layer_met1.png
Scale bar: 20 um. Supply wires on this layer in gray.
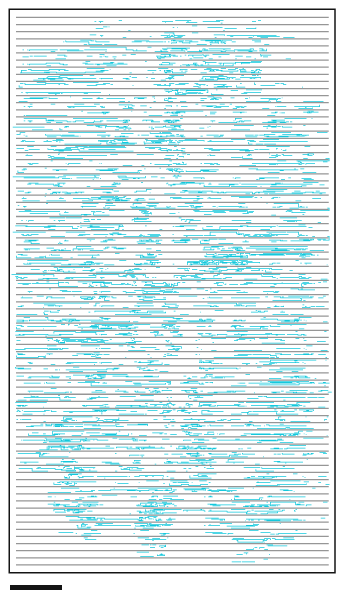
layer_met2.png
Cells faint in the background.
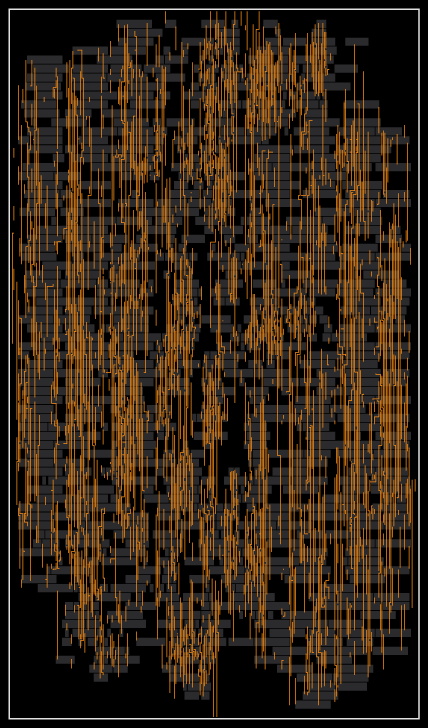
layer_met3.png
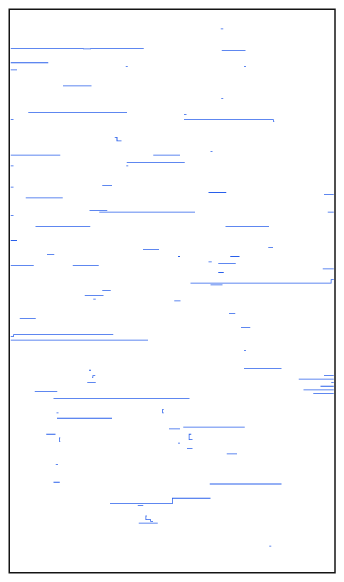
--- src/rtl/serial_uart_bridge_if.sv ---
// CPU-side serial port bundle of serial_uart_bridge: TX byte push and RX byte pop.
// A push completes on a cycle with serial_wren_out && serial_ready_in; a pop on serial_rden_out && serial_valid_in.
interface serial_uart_bridge_if;
    logic [7:0] serial_out;
    logic       serial_wren_out;
    logic       serial_rden_out;
    logic [7:0] serial_in;
    logic       serial_valid_in;
    logic       serial_ready_in;

    modport master (
        output serial_out, serial_wren_out, serial_rden_out,
        input  serial_in, serial_valid_in, serial_ready_in
    );

    modport slave (
        input  serial_out, serial_wren_out, serial_rden_out,
        output serial_in, serial_valid_in, serial_ready_in
    );
endinterface

--- src/rtl/serial_uart_bridge.sv ---
// CPU serial port to 8N1 UART bridge with TX/RX byte FIFOs and sticky RX error flags.
// Define SERIAL_UART_LOOPBACK_EN to feed the receiver from the internal transmit line.
module serial_uart_bridge #(
    parameter int CLKS_PER_BIT  = 434,
    parameter int TX_DEPTH_LOG2 = 4,
    parameter int RX_DEPTH_LOG2 = 4
) (
    input  logic                 clock,
    input  logic                 reset,
    serial_uart_bridge_if.slave  bus,
    output logic                 uart_txd,
    input  logic                 uart_rxd,
    input  logic                 err_clear,
    output logic                 rx_overrun,
    output logic                 rx_frame_err,
    output logic [1:0]           dbg_tx_state_o,
    output logic [2:0]           dbg_rx_state_o
);
    localparam int CNT_W = $clog2(CLKS_PER_BIT);
    localparam logic [CNT_W-1:0] BIT_LAST = CNT_W'(CLKS_PER_BIT - 1);
    localparam logic [CNT_W-1:0] BIT_HALF = CNT_W'(CLKS_PER_BIT / 2);
    localparam int TXD = 1 << TX_DEPTH_LOG2;
    localparam int RXD = 1 << RX_DEPTH_LOG2;
    localparam logic [TX_DEPTH_LOG2:0] TX_FULL = (TX_DEPTH_LOG2 + 1)'(TXD);
    localparam logic [RX_DEPTH_LOG2:0] RX_FULL = (RX_DEPTH_LOG2 + 1)'(RXD);

    typedef enum logic [1:0] {TX_IDLE, TX_START, TX_DATA, TX_STOP} tx_state_e;
    typedef enum logic [2:0] {RX_IDLE, RX_START, RX_DATA, RX_STOP, RX_WAIT_HIGH} rx_state_e;

    // TX FIFO
    logic [7:0]               tx_mem_q [TXD];
    logic [TX_DEPTH_LOG2-1:0] tx_wr_q, tx_rd_q;
    logic [TX_DEPTH_LOG2:0]   tx_cnt_q;
    logic                     tx_push, tx_pop, tx_nonempty;
    logic [7:0]               tx_head;

    assign bus.serial_ready_in = (tx_cnt_q != TX_FULL);
    assign tx_push     = bus.serial_wren_out && bus.serial_ready_in;
    assign tx_nonempty = (tx_cnt_q != '0);
    assign tx_head     = tx_mem_q[tx_rd_q];

    always_ff @(posedge clock) begin
        if (tx_push) tx_mem_q[tx_wr_q] <= bus.serial_out;
    end

    always_ff @(posedge clock) begin
        if (reset) begin
            tx_wr_q  <= '0;
            tx_rd_q  <= '0;
            tx_cnt_q <= '0;
        end else begin
            if (tx_push) tx_wr_q <= tx_wr_q + 1'b1;
            if (tx_pop)  tx_rd_q <= tx_rd_q + 1'b1;
            if (tx_push && !tx_pop)      tx_cnt_q <= tx_cnt_q + 1'b1;
            else if (!tx_push && tx_pop) tx_cnt_q <= tx_cnt_q - 1'b1;
        end
    end

    // TX FSM: the next byte is popped either from IDLE or on the last STOP cycle, so frames abut.
    tx_state_e        tx_state_q;
    logic [CNT_W-1:0] tx_clk_q;
    logic [2:0]       tx_bit_q;
    logic [7:0]       tx_shift_q;
    logic             txd_q;
    logic             tx_bit_end;

    assign tx_bit_end = (tx_clk_q == BIT_LAST);
    assign tx_pop = tx_nonempty &&
                    ((tx_state_q == TX_IDLE) || (tx_state_q == TX_STOP && tx_bit_end));

    always_ff @(posedge clock) begin
        if (reset) begin
            tx_state_q <= TX_IDLE;
            tx_clk_q   <= '0;
            tx_bit_q   <= '0;
            tx_shift_q <= '0;
            txd_q      <= 1'b1;
        end else begin
            tx_clk_q <= tx_bit_end ? '0 : tx_clk_q + 1'b1;
            case (tx_state_q)
                TX_IDLE: begin
                    tx_clk_q <= '0;
                    if (tx_pop) begin
                        tx_state_q <= TX_START;
                        tx_shift_q <= tx_head;
                        txd_q      <= 1'b0;
                    end
                end
                TX_START: if (tx_bit_end) begin
                    tx_state_q <= TX_DATA;
                    tx_bit_q   <= '0;
                    txd_q      <= tx_shift_q[0];
                    tx_shift_q <= tx_shift_q >> 1;
                end
                TX_DATA: if (tx_bit_end) begin
                    tx_bit_q <= tx_bit_q + 1'b1;
                    if (tx_bit_q == 3'd7) begin
                        tx_state_q <= TX_STOP;
                        txd_q      <= 1'b1;
                    end else begin
                        txd_q      <= tx_shift_q[0];
                        tx_shift_q <= tx_shift_q >> 1;
                    end
                end
                TX_STOP: if (tx_bit_end) begin
                    if (tx_pop) begin
                        tx_state_q <= TX_START;
                        tx_shift_q <= tx_head;
                        txd_q      <= 1'b0;
                    end else begin
                        tx_state_q <= TX_IDLE;
                    end
                end
                default: tx_state_q <= TX_IDLE;
            endcase
        end
    end

    logic rx_line;
`ifdef SERIAL_UART_LOOPBACK_EN
    assign uart_txd = 1'b1;
    assign rx_line  = txd_q;
`else
    assign uart_txd = txd_q;
    assign rx_line  = uart_rxd;
`endif

    // RX synchronizer and FSM; START re-checks the line half a bit in to reject glitches.
    logic             rx_meta_q, rx_sync_q;
    rx_state_e        rx_state_q;
    logic [CNT_W-1:0] rx_clk_q;
    logic [2:0]       rx_bit_q;
    logic [7:0]       rx_shift_q;
    logic             rx_stop_end, rx_push, rx_frame_set;

    assign rx_stop_end  = (rx_state_q == RX_STOP) && (rx_clk_q == BIT_LAST);
    assign rx_push      = rx_stop_end && rx_sync_q;
    assign rx_frame_set = rx_stop_end && !rx_sync_q;

    always_ff @(posedge clock) begin
        if (reset) begin
            rx_meta_q  <= 1'b1;
            rx_sync_q  <= 1'b1;
            rx_state_q <= RX_IDLE;
            rx_clk_q   <= '0;
            rx_bit_q   <= '0;
            rx_shift_q <= '0;
        end else begin
            rx_meta_q <= rx_line;
            rx_sync_q <= rx_meta_q;
            rx_clk_q  <= rx_clk_q + 1'b1;
            case (rx_state_q)
                RX_IDLE: begin
                    rx_clk_q <= '0;
                    if (!rx_sync_q) rx_state_q <= RX_START;
                end
                RX_START: if (rx_clk_q == BIT_HALF) begin
                    rx_clk_q   <= '0;
                    rx_bit_q   <= '0;
                    rx_state_q <= rx_sync_q ? RX_IDLE : RX_DATA;
                end
                RX_DATA: if (rx_clk_q == BIT_LAST) begin
                    rx_clk_q   <= '0;
                    rx_shift_q <= {rx_sync_q, rx_shift_q[7:1]};
                    rx_bit_q   <= rx_bit_q + 1'b1;
                    if (rx_bit_q == 3'd7) rx_state_q <= RX_STOP;
                end
                RX_STOP: if (rx_stop_end) begin
                    rx_clk_q   <= '0;
                    rx_state_q <= rx_sync_q ? RX_IDLE : RX_WAIT_HIGH;
                end
                RX_WAIT_HIGH: begin
                    rx_clk_q <= '0;
                    if (rx_sync_q) rx_state_q <= RX_IDLE;
                end
                default: rx_state_q <= RX_IDLE;
            endcase
        end
    end

    // RX FIFO: a same-cycle pop frees the slot for an incoming byte when full.
    logic [7:0]               rx_mem_q [RXD];
    logic [RX_DEPTH_LOG2-1:0] rx_wr_q, rx_rd_q;
    logic [RX_DEPTH_LOG2:0]   rx_cnt_q;
    logic                     rx_pop, rx_accept, rx_nonempty;

    assign rx_nonempty         = (rx_cnt_q != '0);
    assign rx_pop              = bus.serial_rden_out && rx_nonempty;
    assign rx_accept           = rx_push && ((rx_cnt_q != RX_FULL) || rx_pop);
    assign bus.serial_valid_in = rx_nonempty;
    assign bus.serial_in       = rx_nonempty ? rx_mem_q[rx_rd_q] : 8'h00;

    always_ff @(posedge clock) begin
        if (rx_accept) rx_mem_q[rx_wr_q] <= rx_shift_q;
    end

    logic rx_overrun_q, rx_frame_err_q;

    always_ff @(posedge clock) begin
        if (reset) begin
            rx_wr_q        <= '0;
            rx_rd_q        <= '0;
            rx_cnt_q       <= '0;
            rx_overrun_q   <= 1'b0;
            rx_frame_err_q <= 1'b0;
        end else begin
            if (rx_accept) rx_wr_q <= rx_wr_q + 1'b1;
            if (rx_pop)    rx_rd_q <= rx_rd_q + 1'b1;
            if (rx_accept && !rx_pop)      rx_cnt_q <= rx_cnt_q + 1'b1;
            else if (!rx_accept && rx_pop) rx_cnt_q <= rx_cnt_q - 1'b1;
            if (rx_push && !rx_accept) rx_overrun_q <= 1'b1;
            else if (err_clear)        rx_overrun_q <= 1'b0;
            if (rx_frame_set)          rx_frame_err_q <= 1'b1;
            else if (err_clear)        rx_frame_err_q <= 1'b0;
        end
    end

    assign rx_overrun     = rx_overrun_q;
    assign rx_frame_err   = rx_frame_err_q;
    assign dbg_tx_state_o = tx_state_q;
    assign dbg_rx_state_o = rx_state_q;
endmodule

--- src/flat_wrapper.sv ---
// flat-port wrapper written by rule: the top's interface ports become plain ports
module serial_uart_bridge_flat 
#(
    parameter int CLKS_PER_BIT  = 434,
    parameter int TX_DEPTH_LOG2 = 4,
    parameter int RX_DEPTH_LOG2 = 4
)
  (clock, reset, uart_txd, uart_rxd, err_clear, rx_overrun, rx_frame_err, dbg_tx_state_o, dbg_rx_state_o, bus_serial_out, bus_serial_wren_out, bus_serial_rden_out, bus_serial_in, bus_serial_valid_in, bus_serial_ready_in);
  serial_uart_bridge_if bus_i ();
  input  logic clock;
  input  logic reset;
  output logic uart_txd;
  input  logic uart_rxd;
  input  logic err_clear;
  output logic rx_overrun;
  output logic rx_frame_err;
  output logic [1:0] dbg_tx_state_o;
  output logic [2:0] dbg_rx_state_o;
  input wire logic [$bits(bus_i.serial_out)-1:0] bus_serial_out;
  input wire logic [$bits(bus_i.serial_wren_out)-1:0] bus_serial_wren_out;
  input wire logic [$bits(bus_i.serial_rden_out)-1:0] bus_serial_rden_out;
  output wire logic [$bits(bus_i.serial_in)-1:0] bus_serial_in;
  output wire logic [$bits(bus_i.serial_valid_in)-1:0] bus_serial_valid_in;
  output wire logic [$bits(bus_i.serial_ready_in)-1:0] bus_serial_ready_in;
  assign bus_i.serial_out = bus_serial_out;
  assign bus_i.serial_wren_out = bus_serial_wren_out;
  assign bus_i.serial_rden_out = bus_serial_rden_out;
  assign bus_serial_in = bus_i.serial_in;
  assign bus_serial_valid_in = bus_i.serial_valid_in;
  assign bus_serial_ready_in = bus_i.serial_ready_in;
  serial_uart_bridge #(.CLKS_PER_BIT(CLKS_PER_BIT), .TX_DEPTH_LOG2(TX_DEPTH_LOG2), .RX_DEPTH_LOG2(RX_DEPTH_LOG2)) u_core (.clock(clock), .reset(reset), .bus(bus_i), .uart_txd(uart_txd), .uart_rxd(uart_rxd), .err_clear(err_clear), .rx_overrun(rx_overrun), .rx_frame_err(rx_frame_err), .dbg_tx_state_o(dbg_tx_state_o), .dbg_rx_state_o(dbg_rx_state_o));
endmodule
--- config.mk ---
export PLATFORM = sky130hd
export DESIGN_NAME = serial_uart_bridge_flat
export DESIGN_NICKNAME = d
export VERILOG_FILES = /design/src/rtl/serial_uart_bridge_if.sv /design/src/rtl/serial_uart_bridge.sv /design/src/flat_wrapper.sv
export SDC_FILE = /design/constraint.sdc
export NUM_CORES = 1
export LEC_CHECK = 0
export CORE_AREA = 2 2 122 213
export DETAILED_ROUTE_END_ITERATION = 12
export DIE_AREA = 0 0 124 215
export DONT_BUFFER_PORTS = 1
export PLACE_DENSITY_LB_ADDON = 0.15
export RECOVER_POWER = 25
export SLEW_MARGIN = 20
export SYNTH_ARGS = -nofsm -noshare
export SYNTH_HDL_FRONTEND = slang
export SYNTH_SLANG_ARGS = --single-unit
--- constraint.sdc ---
create_clock -name clock -period 2.8 [get_ports clock]
set_input_delay 0.42 -clock clock [delete_from_list [all_inputs] [get_ports clock]]
set_output_delay 0.42 -clock clock [all_outputs]
set_load 0.01 [all_outputs]
==> results.yml <==
# generated from flow reports
global_routing:
  grt.busiest_layer: "met2"
  antenna_found_initial: 0
  gr_layer_usage_met3: 0.0268
  globalRouteTotalUtil: 0.220
  grt_pass1_wl_um: 44000
  grt_max_degree: 59
  vias_in_the_first_global_route: 7969
  grt_util_met1: 0.215
  met2_usage: 0.453
clock_tree:
  cts_made_buffers: 29
  clock_tree.buffer_depth: 3
  clk-insertion-delay-late_ns: 0.56
  htree_levels: 1
  post-cts-setup-buffers: 10
  postCtsHoldBufs: 10
  post_cts.resized_instances: 30
  cts.sink_count: 340
  path_clk_slew_ns: 0.07
setup_path:
  reg2reg_to: "u_core.rx_cnt_q[4]$_SDFFE_PP0P_"
  critical-path-slowest-cell: "sky130_fd_sc_hd__or4_4"
  register_to_register_path_setup_slack_ns: -0.06
  worst_setup_path_endpoint: "u_core.rx_cnt_q[4]$_SDFFE_PP0P_"
  setup.worst_path.class: "reg -> reg"
  cpMostUsedCell: "sky130_fd_sc_hd__ha_4"
  timing.critical_path.buf_inv: 2
  critical_path_depth: 13
  critPathCaptureType: "flip-flop"
  rr_worst_depth: 13
  crit_path_cell_trace: "or4_4, or2_1, and2_4, inv_4, ha_4, inv_2, ha_4, nor2b_4, o21a_1, or3_4, a21oi_2, xnor2_1, nor2_1"
  critPathMaxFanout: 3
  reg2reg_from: "u_core.rx_cnt_q[2]$_SDFFE_PP0P_"
  timing.critical_path.required_ns: 3.23
layout:
  area_delta_synth_final_pct: 13.8
  share_of_cell_area_taken_by_flip_flops_and_latches: 0.589
  count_of_inserted_antenna_diode_cells: 0
  n_clock_buffer: 36
  clockNetworkAreaShare: 0.0583
  fraction_of_final_layout_cells_sized_beyond_drive_strength_1: 0.231
  layout.cells.most_common_list: "sky130_fd_sc_hd__edfxtp_1 (256), sky130_fd_sc_hd__nor2_1 (111), sky130_fd_sc_hd__dfxtp_1 (76)"
  area_share_nonclk_buffers: 0.0457
  nFlopsAndLatches: 340
  fin_area_um2: 15900
  sequential_area_um2: 9390
  comb_share: 0.277
  layout.core_utilization: 0.636
  non_clock_buffer_count_in_the_final_layout: 79
  largest_class: "flip-flops and latches"
  layout.filler_cells: 1790
logic_synthesis:
  synthCells: 888
  ff_type: "sky130_fd_sc_hd__edfxtp_1"
  enable_flop_cells: 256
  synth.yosys.seq_area_share: 0.669
  netlist-cell-type-count: 63
  xor_share: 0.0194
  number_of_register_bits_inferred_by_synthesis: 340
  synth.comb.largest_family: "multiplexers"
  mappedNetlistNets: 936
  area_of_the_synthesized_netlist_per_yosys_stat_um2: 14000
  post_synth_ao_oa_area_fraction: 0.0392
  topCellsByArea: "sky130_fd_sc_hd__edfxtp_1 (55%), sky130_fd_sc_hd__dfxtp_1 (12%), sky130_fd_sc_hd__mux4_2 (9.0%)"
  ys_top_cells_by_count: "sky130_fd_sc_hd__edfxtp_1 (256), sky130_fd_sc_hd__nor2_1 (111), sky130_fd_sc_hd__dfxtp_1 (84), sky130_fd_sc_hd__mux4_2 (56), sky130_fd_sc_hd__mux2i_1 (36)"
  syn_area_um2: 14000
  synth_warnings: 0
  syn-mean-instance-area_um2: 15.8
  post_synth_and_or_nand_nor_area_fraction: 0.0837
  portion_of_netlist_area_occupied_by_mux_cells: 0.129
  synth.top_cell.area_share: 0.549
detailed_routing:
  m1WireLength_um: 9410
  met3WireLength_um: 817
  firstDrtPassIters: 5
  top_layer_used: "met4"
  wl_um: 28400
  antenna_violating_nets_post_route: 0
  met2_length_um: 17400
  detailroute.via_count: 7475
  routedWlPerCell_um: 22.0
  detailedRoute.firstIterationViolations: 443
  post-route-drc-count: 0
placement:
  placement.cell_area_um2: 14600
  placed_cells: 1216
  routabilityCongestion: 0.847
  io_buffers: 0
final_timing:
  post_route_setup_tns_ns: -0.171
  clock-skew-final_ns: 0.0175
  slew_headroom: 0.314
  final_max_slew_viol_count: 0
  final_setup_violating_endpoints: 6
  rsz0062_at_grt: "true"
  finalHoldWorstSlack_ns: 0.0510
  tightest_slew_ns: 1.03
  finalClockPeriodUsage: 1.02
  final_hold_viol_count: 0
  postLayoutSetupSlackWorst_ns: -0.0607
  maxClockFrequency_mhz: 350
floorplanning:
  fp.dieW_um: 124
  fp.dieH_um: 215
  chipArea_um2: 26700
  tapCellCount: 316
  std_cell_rows: 77
  io_pins: 32
  floorplan.core_util: 0.559
  core-area_um2: 25000
power_and_ir_drop:
  switching_share: 0.287
  leakage_nw: 5.33
  power_internal_mw: 9.67
  irDropWorstVdd_v: 0.000731
  powerComb_mw: 3.82
  seq-power_mw: 5.87
  clock_net_power_mw: 3.88
  power_frac_seq: 0.433
  power_frac_clock: 0.286
  total_power_mw: 13.6
worst_hold_path:
  hold_path_depth: 2
  hold_end: "u_core.rx_overrun$_SDFFE_PP0P_"
  hp-class: "in -> reg"
flow_run:
  number_of_maximum_capacitance_violations: 0
  openroad.warnings: 42
status:
  failed_checks: "negative setup slack"
  outcome: "complete, but fails checks"
Notes on layer_met1.png above:
nets with wire on the layer	961
main direction	horizontal
share of all routed wire	33%
wire length on this layer	9,410 um
longest straight run	28.7 um

Notes on layer_met2.png above:
longest straight run	139 um
nets with wire on the layer	878
share of all routed wire	61%
main direction	vertical

Notes on layer_met3.png above:
main direction	horizontal
share of all routed wire	2.9%
longest straight run	53.6 um
nets with wire on the layer	53

